### M1 wires

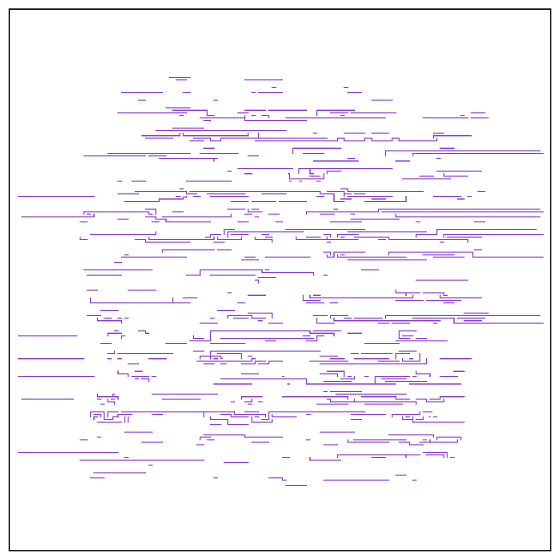
### Gate families picked out

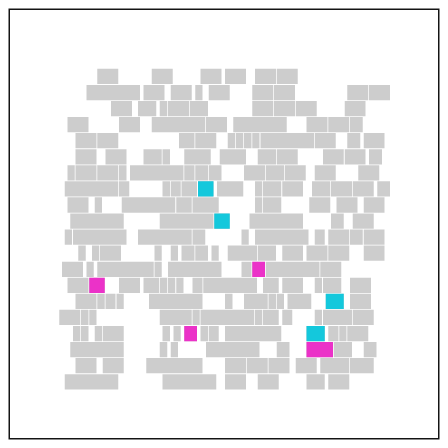
### Placement view

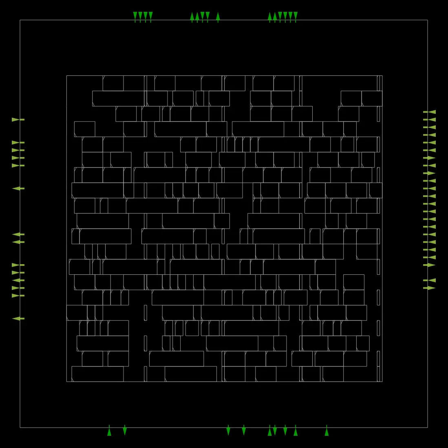
### src/rtl/alu_share_arbiter_pkg.sv
// rtl/alu_share_arbiter_pkg.sv - shared widths and FSM state type for the ALU share arbiter
package alu_share_arbiter_pkg;

   localparam int W  = 4;
   localparam int N  = 4;
   localparam int GW = $clog2(N);

   typedef enum logic [1:0] {
      IDLE    = 2'd0,
      ISSUE   = 2'd1,
      CAPTURE = 2'd2
   } state_e;

endpackage

### src/rtl/alu_share_arbiter_if.sv
// rtl/alu_share_arbiter_if.sv - requester/ALU bundle seen by the ALU share arbiter
interface alu_share_arbiter_if;
   import alu_share_arbiter_pkg::*;

   logic [N-1:0]   req;
   logic [N*W-1:0] op_a;
   logic [N*W-1:0] op_b;
   logic [N-1:0]   ack;
   logic [W-1:0]   rsp_c;
   logic           rsp_zero;
   logic           rsp_ovf;
   logic [W-1:0]   alu_a;
   logic [W-1:0]   alu_b;
   logic [W-1:0]   alu_c;
   logic           busy;

   // Requesters and the external ALU together form the master side.
   modport master (
      output req, op_a, op_b, alu_c,
      input  ack, rsp_c, rsp_zero, rsp_ovf, alu_a, alu_b, busy
   );

   modport slave (
      input  req, op_a, op_b, alu_c,
      output ack, rsp_c, rsp_zero, rsp_ovf, alu_a, alu_b, busy
   );

endinterface

### src/rtl/alu_share_arbiter_rr_picker.sv
// rtl/alu_share_arbiter_rr_picker.sv - combinational round-robin selector starting after last_grant
module rr_picker
   import alu_share_arbiter_pkg::*;
(
   input  logic [N-1:0]  eligible_i,
   input  logic [GW-1:0] last_grant_i,
   output logic          valid_o,
   output logic [GW-1:0] grant_o
);

   logic [GW-1:0] idx;

   // Scan from the farthest candidate back to the nearest so the first eligible one wins.
   always_comb begin
      valid_o = 1'b0;
      grant_o = '0;
      idx     = '0;
      for (int k = N - 1; k >= 0; k--) begin
         idx = GW'((int'(last_grant_i) + 1 + k) % N);
         if (eligible_i[idx]) begin
            valid_o = 1'b1;
            grant_o = idx;
         end
      end
   end

endmodule

### src/rtl/alu_share_arbiter.sv
// rtl/alu_share_arbiter.sv - round-robin sharing of one registered ALU among N requesters
module alu_share_arbiter
   import alu_share_arbiter_pkg::*;
(
   input  logic                CLK,
   input  logic                RST,
   alu_share_arbiter_if.slave  bus
);

   state_e        state_q, state_d;
   logic [W-1:0]  alu_a_q, alu_a_d;
   logic [W-1:0]  alu_b_q, alu_b_d;
   logic [W-1:0]  rsp_c_q, rsp_c_d;
   logic          rsp_zero_q, rsp_zero_d;
   logic          rsp_ovf_q, rsp_ovf_d;
   logic          carry_q, carry_d;
   logic [N-1:0]  ack_q, ack_d;
   logic [GW-1:0] grant_q, grant_d;
   logic [GW-1:0] last_grant_q, last_grant_d;

   logic [N-1:0]  eligible;
   logic          pick_valid;
   logic [GW-1:0] pick_grant;

   // A requester still holding req during its own ack must not be re-granted.
   assign eligible = bus.req & ~ack_q;

   rr_picker u_picker (
      .eligible_i   (eligible),
      .last_grant_i (last_grant_q),
      .valid_o      (pick_valid),
      .grant_o      (pick_grant)
   );

   always_ff @(posedge CLK or negedge RST) begin
      if (!RST) begin
         state_q      <= IDLE;
         alu_a_q      <= '0;
         alu_b_q      <= '0;
         rsp_c_q      <= '0;
         rsp_zero_q   <= 1'b1;
         rsp_ovf_q    <= 1'b0;
         carry_q      <= 1'b0;
         ack_q        <= '0;
         grant_q      <= '0;
         last_grant_q <= GW'(N - 1);
      end else begin
         state_q      <= state_d;
         alu_a_q      <= alu_a_d;
         alu_b_q      <= alu_b_d;
         rsp_c_q      <= rsp_c_d;
         rsp_zero_q   <= rsp_zero_d;
         rsp_ovf_q    <= rsp_ovf_d;
         carry_q      <= carry_d;
         ack_q        <= ack_d;
         grant_q      <= grant_d;
         last_grant_q <= last_grant_d;
      end
   end

   always_comb begin
      state_d      = state_q;
      alu_a_d      = alu_a_q;
      alu_b_d      = alu_b_q;
      rsp_c_d      = rsp_c_q;
      rsp_zero_d   = rsp_zero_q;
      rsp_ovf_d    = rsp_ovf_q;
      carry_d      = carry_q;
      ack_d        = '0;
      grant_d      = grant_q;
      last_grant_d = last_grant_q;
      case (state_q)
         IDLE: begin
            if (pick_valid) begin
               alu_a_d = bus.op_a[int'(pick_grant) * W +: W];
               alu_b_d = bus.op_b[int'(pick_grant) * W +: W];
               grant_d = pick_grant;
               state_d = ISSUE;
            end
         end
         ISSUE: begin
            // a + b carries out exactly when a exceeds the headroom left by b.
            carry_d = (alu_a_q > ~alu_b_q);
            state_d = CAPTURE;
         end
         CAPTURE: begin
            rsp_c_d        = bus.alu_c;
            rsp_zero_d     = (bus.alu_c == '0);
            rsp_ovf_d      = carry_q;
            ack_d[grant_q] = 1'b1;
            last_grant_d   = grant_q;
            state_d        = IDLE;
         end
         default: state_d = IDLE;
      endcase
   end

   assign bus.ack      = ack_q;
   assign bus.rsp_c    = rsp_c_q;
   assign bus.rsp_zero = rsp_zero_q;
   assign bus.rsp_ovf  = rsp_ovf_q;
   assign bus.alu_a    = alu_a_q;
   assign bus.alu_b    = alu_b_q;
   assign bus.busy     = (state_q != IDLE);

endmodule

### src/flat_wrapper.sv
// flat-port wrapper written by rule: the top's interface ports become plain ports
module alu_share_arbiter_flat import alu_share_arbiter_pkg::*;
  (CLK, RST, bus_req, bus_op_a, bus_op_b, bus_alu_c, bus_ack, bus_rsp_c, bus_rsp_zero, bus_rsp_ovf, bus_alu_a, bus_alu_b, bus_busy);
  alu_share_arbiter_if bus_i ();
  input  logic CLK;
  input  logic RST;
  input wire logic [$bits(bus_i.req)-1:0] bus_req;
  input wire logic [$bits(bus_i.op_a)-1:0] bus_op_a;
  input wire logic [$bits(bus_i.op_b)-1:0] bus_op_b;
  input wire logic [$bits(bus_i.alu_c)-1:0] bus_alu_c;
  output wire logic [$bits(bus_i.ack)-1:0] bus_ack;
  output wire logic [$bits(bus_i.rsp_c)-1:0] bus_rsp_c;
  output wire logic [$bits(bus_i.rsp_zero)-1:0] bus_rsp_zero;
  output wire logic [$bits(bus_i.rsp_ovf)-1:0] bus_rsp_ovf;
  output wire logic [$bits(bus_i.alu_a)-1:0] bus_alu_a;
  output wire logic [$bits(bus_i.alu_b)-1:0] bus_alu_b;
  output wire logic [$bits(bus_i.busy)-1:0] bus_busy;
  assign bus_i.req = bus_req;
  assign bus_i.op_a = bus_op_a;
  assign bus_i.op_b = bus_op_b;
  assign bus_i.alu_c = bus_alu_c;
  assign bus_ack = bus_i.ack;
  assign bus_rsp_c = bus_i.rsp_c;
  assign bus_rsp_zero = bus_i.rsp_zero;
  assign bus_rsp_ovf = bus_i.rsp_ovf;
  assign bus_alu_a = bus_i.alu_a;
  assign bus_alu_b = bus_i.alu_b;
  assign bus_busy = bus_i.busy;
  alu_share_arbiter u_core (.CLK(CLK), .RST(RST), .bus(bus_i));
endmodule
### config.mk
export PLATFORM = sky130hd
export DESIGN_NAME = alu_share_arbiter_flat
export DESIGN_NICKNAME = d
export VERILOG_FILES = /design/src/rtl/alu_share_arbiter_pkg.sv /design/src/rtl/alu_share_arbiter_if.sv /design/src/rtl/alu_share_arbiter_rr_picker.sv /design/src/rtl/alu_share_arbiter.sv /design/src/flat_wrapper.sv
export SDC_FILE = /design/constraint.sdc
export NUM_CORES = 1
export LEC_CHECK = 0
export CAP_MARGIN = 30
export CORE_MARGIN = 8
export CORE_UTILIZATION = 45
export CTS_CLUSTER_DIAMETER = 120
export CTS_CLUSTER_SIZE = 24
export DETAILED_ROUTE_END_ITERATION = 10
export PLACE_DENSITY_LB_ADDON = 0.15
export SLEW_MARGIN = 20
export SYNTH_ARGS = -nofsm -noshare
export SYNTH_HDL_FRONTEND = slang
export SYNTH_SLANG_ARGS = --single-unit
### constraint.sdc
create_clock -name CLK -period 4 [get_ports CLK]
set_input_delay 1.2 -clock CLK [delete_from_list [all_inputs] [get_ports CLK]]
set_output_delay 1.2 -clock CLK [all_outputs]
set_load 0.01 [all_outputs]
==> results.json <==
{
  "outcome": "finished clean",
  "layout_top_cells_excl_fill_tap": "sky130_fd_sc_hd__clkdlybuf4s50_1 (60), sky130_fd_sc_hd__nand2_1 (35), sky130_fd_sc_hd__dfrtp_1 (22)",
  "rsz0062_at_grt": "no",
  "clk_transition_reported_paths_ns": 0.14,
  "htree_levels": 1,
  "antenna_cells_inserted": 0,
  "globalRouteMet3Util_pct": 4.96,
  "topCombFamilyByArea": "simple AND/OR/NAND/NOR gates",
  "drv.max_cap_violation_count": 0,
  "crit_family": "simple AND/OR/NAND/NOR gates",
  "met2_wirelength_um": 1900,
  "timing.critical_path.depth": 6,
  "yosys_warns": 0,
  "drcViolationCount": 0,
  "r2r_end": "u_core.bus.alu_a[3]",
  "fin_setup_tns_ns": 0,
  "worstSkewPairLatency_ns": 0.32,
  "row_count": 20,
  "finalWorstSetupSlack_ns": 1.07,
  "fill_cells": 267,
  "final.min_clock_period_ns": 2.93,
  "crit_chain": "clkdlybuf4s50_1, nor4b_1, a311oi_1, nand2_1, mux2i_1, o221ai_1",
  "crit_path_end_kind": "register",
  "first_global_vias": 1389,
  "design.die.area_um2": 5250,
  "yosys-stat-cells": 146,
  "clock_sinks": 25,
  "ff2ff_path_depth": 5,
  "timing.critical_path.from_type": "primary input",
  "global_route.usage.total_pct": 16.0,
  "top_usage_layer": "met2",
  "cts_setup_buffers": 0,
  "setup.worst_path.end": "u_core.bus.alu_a[3]",
  "gpl.final_weighted_congestion": 0.779,
  "max_slew_margin_pct": 60.0,
  "synthesized_netlist_net_count": 192,
  "max_fclk_mhz": 341,
  "power_per_cell_area_nw_per_um2": 623,
  "m1WireLength_um": 1720,
  "drt_pass1_iterations": 4,
  "post_cts.resized_instances": 0,
  "vdd_drop_max_mv": 0.389,
  "non_clock_buffer_area_share_pct": 29.7,
  "yosys.cell_count.top_type": "sky130_fd_sc_hd__nand2_1",
  "hpwl_um": 3370,
  "mi_logic_area_um2": 739,
  "drt-wirelength-per-cell_um": 16.2,
  "dr.first_iter.drc_count": 41,
  "timing.critical_path.fanout_max": 11,
  "via_per_inst": 5.22,
  "yosysTopAreaCell": "sky130_fd_sc_hd__dfrtp_1",
  "total_nets_final": 253,
  "hold_buffer_count_at_cts": 0,
  "postSynth.asyncResetShare_pct": 100,
  "holdPathEnd": "u_core.bus.rsp_zero",
  "leakagePower_uw": 0.000956,
  "netlist.area_leader.share_pct": 38.4,
  "grt_pass1_wl_um": 6710,
  "antenna_found_initial": 0,
  "min-delay-path-class": "reg2reg",
  "chipHeight_um": 72.5,
  "cts_tree": "built",
  "design.portCount": 61,
  "vias": 1305,
  "timing.hold.worst.start": "u_core.bus.rsp_zero",
  "finalSetupViolations": 0,
  "xor_xnor_area_share_pct": 0,
  "worstSetupPathType": "in2reg",
  "nClkBuffers": 3,
  "critical_path_arrival_ns": 3.12,
  "area_dominant_class": "multi-input combinational cells",
  "adder_and_majority_cell_fraction_of_the_synthesized_area_pct": 4.28,
  "synth.cellmix.compoundShare_pct": 13.0,
  "finalCritPeriodShare_pct": 73.3,
  "worst-path-buf-inv": 1,
  "postSynthRegisterBits": 25,
  "seq_area_um2": 629,
  "area_growth_pct": 46.5,
  "slowest_delay_ns": 0.49,
  "ctsLongestPathBuffers": 2,
  "register_share_after_synthesis_pct": 43.9,
  "routed.top_layer": "met4",
  "dpl_worst_slack_ns": 0.688,
  "tritoncts.num_buffers": 3,
  "fp.dieW_um": 72.5,
  "fp-utilization_pct": 47.0,
  "yosys-stat-area_um2": 1430,
  "dp.cells": 246,
  "crit-reg2reg-launch": "u_core.last_grant_q[1]",
  "globalRouteMet2Util_pct": 26.5,
  "clk_root_buffer_cell": "sky130_fd_sc_hd__clkbuf_4",
  "logic_gates": 108,
  "synthCells": 146,
  "portBuffers": 60,
  "grt_start_max_net_pins": 16,
  "hold-path-cell-count": 2,
  "sum_of_met3_wire_segment_lengths_after_detailed_routing_um": 332,
  "worst-r2r-setup-slack_ns": 1.87,
  "slew_worst_pin_ns": 0.599,
  "synth-edff-count": 0,
  "grt.overflow.total": 0,
  "synthFlopType": "sky130_fd_sc_hd__dfrtp_1",
  "tapcell.inserted": 44,
  "crit_start": "bus_req[1]",
  "clk_share_pct": 1.31,
  "hold_viol": 0,
  "warning_count": 26,
  "ys_types": 36,
  "syn_avg_cell_area_um2": 9.82,
  "fin_skew_ns": 0.00127,
  "drtAntennaViolNets": 0,
  "final_layout_size_suffix_gt1_share_pct": 8.25,
  "cp_slowest_cell": "sky130_fd_sc_hd__clkdlybuf4s50_1",
  "inverters": 7,
  "worst_ep_required_time_ns": 4.19,
  "yosys-top-cells-count": "sky130_fd_sc_hd__nand2_1 (35), sky130_fd_sc_hd__dfrtp_1 (22), sky130_fd_sc_hd__mux2i_1 (16)",
  "dominant_cells_by_area_after_synthesis": "sky130_fd_sc_hd__dfrtp_1 (38%), sky130_fd_sc_hd__mux2i_1 (11%), sky130_fd_sc_hd__nand2_1 (9.2%)",
  "maxSlewViolCount": 0,
  "synth.mux.area_fraction_pct": 11.2,
  "synth.cellmix.simpleShare_pct": 23.1,
  "final.signal_buffer_count": 62,
  "area_of_the_mapped_netlist_um2": 1430
}
Notes on 'M1 wires' above:
wire length on this layer	1,720 µm
nets with wire on the layer	226
longest straight run	21.6 µm
main direction	horizontal
share of all routed wire	43%
met1 layer usage reported by global route: 19.0%
overall routed net length: 4040 µm

Notes on 'Gate families picked out' above:
colour	family	cells
magenta	and/or cells	4
cyan	non-inverting ao/oa cells	4
post-layout instance count excluding filler cells: 250
most frequent standard cell in the layout excluding fill and tap cells: sky130_fd_sc_hd__clkdlybuf4s50_1
multi-input gate share of the layout cell area: 35.2%

Notes on 'Placement view' above:
flop share of the area: 30.0%
core region area: 3050 µm²
final sequential cell count: 25

==> through the flow <==
stage	hold slack (ns)	utilization, %	area, µm²	total power (µW)
after floorplan	0.456	-	1430	901
after global placement	0.463	67.4	2060	1170
after detailed placement	0.473	67.9	2070	1210
after CTS	0.497	68.8	2100	1330
after global routing	0.517	68.8	2100	1420
final	0.491	68.8	2100	1310
==> power breakdown <==
part | leakage (µW) | internal [µW] | switching [µW]
sequential | 0.000310 | 371 | 96.3
clock | 0.0000177 | 37.5 | 77.0
combinational | 0.000628 | 377 | 350
Power figures rest on the tool's default switching activity, not on a simulated workload.
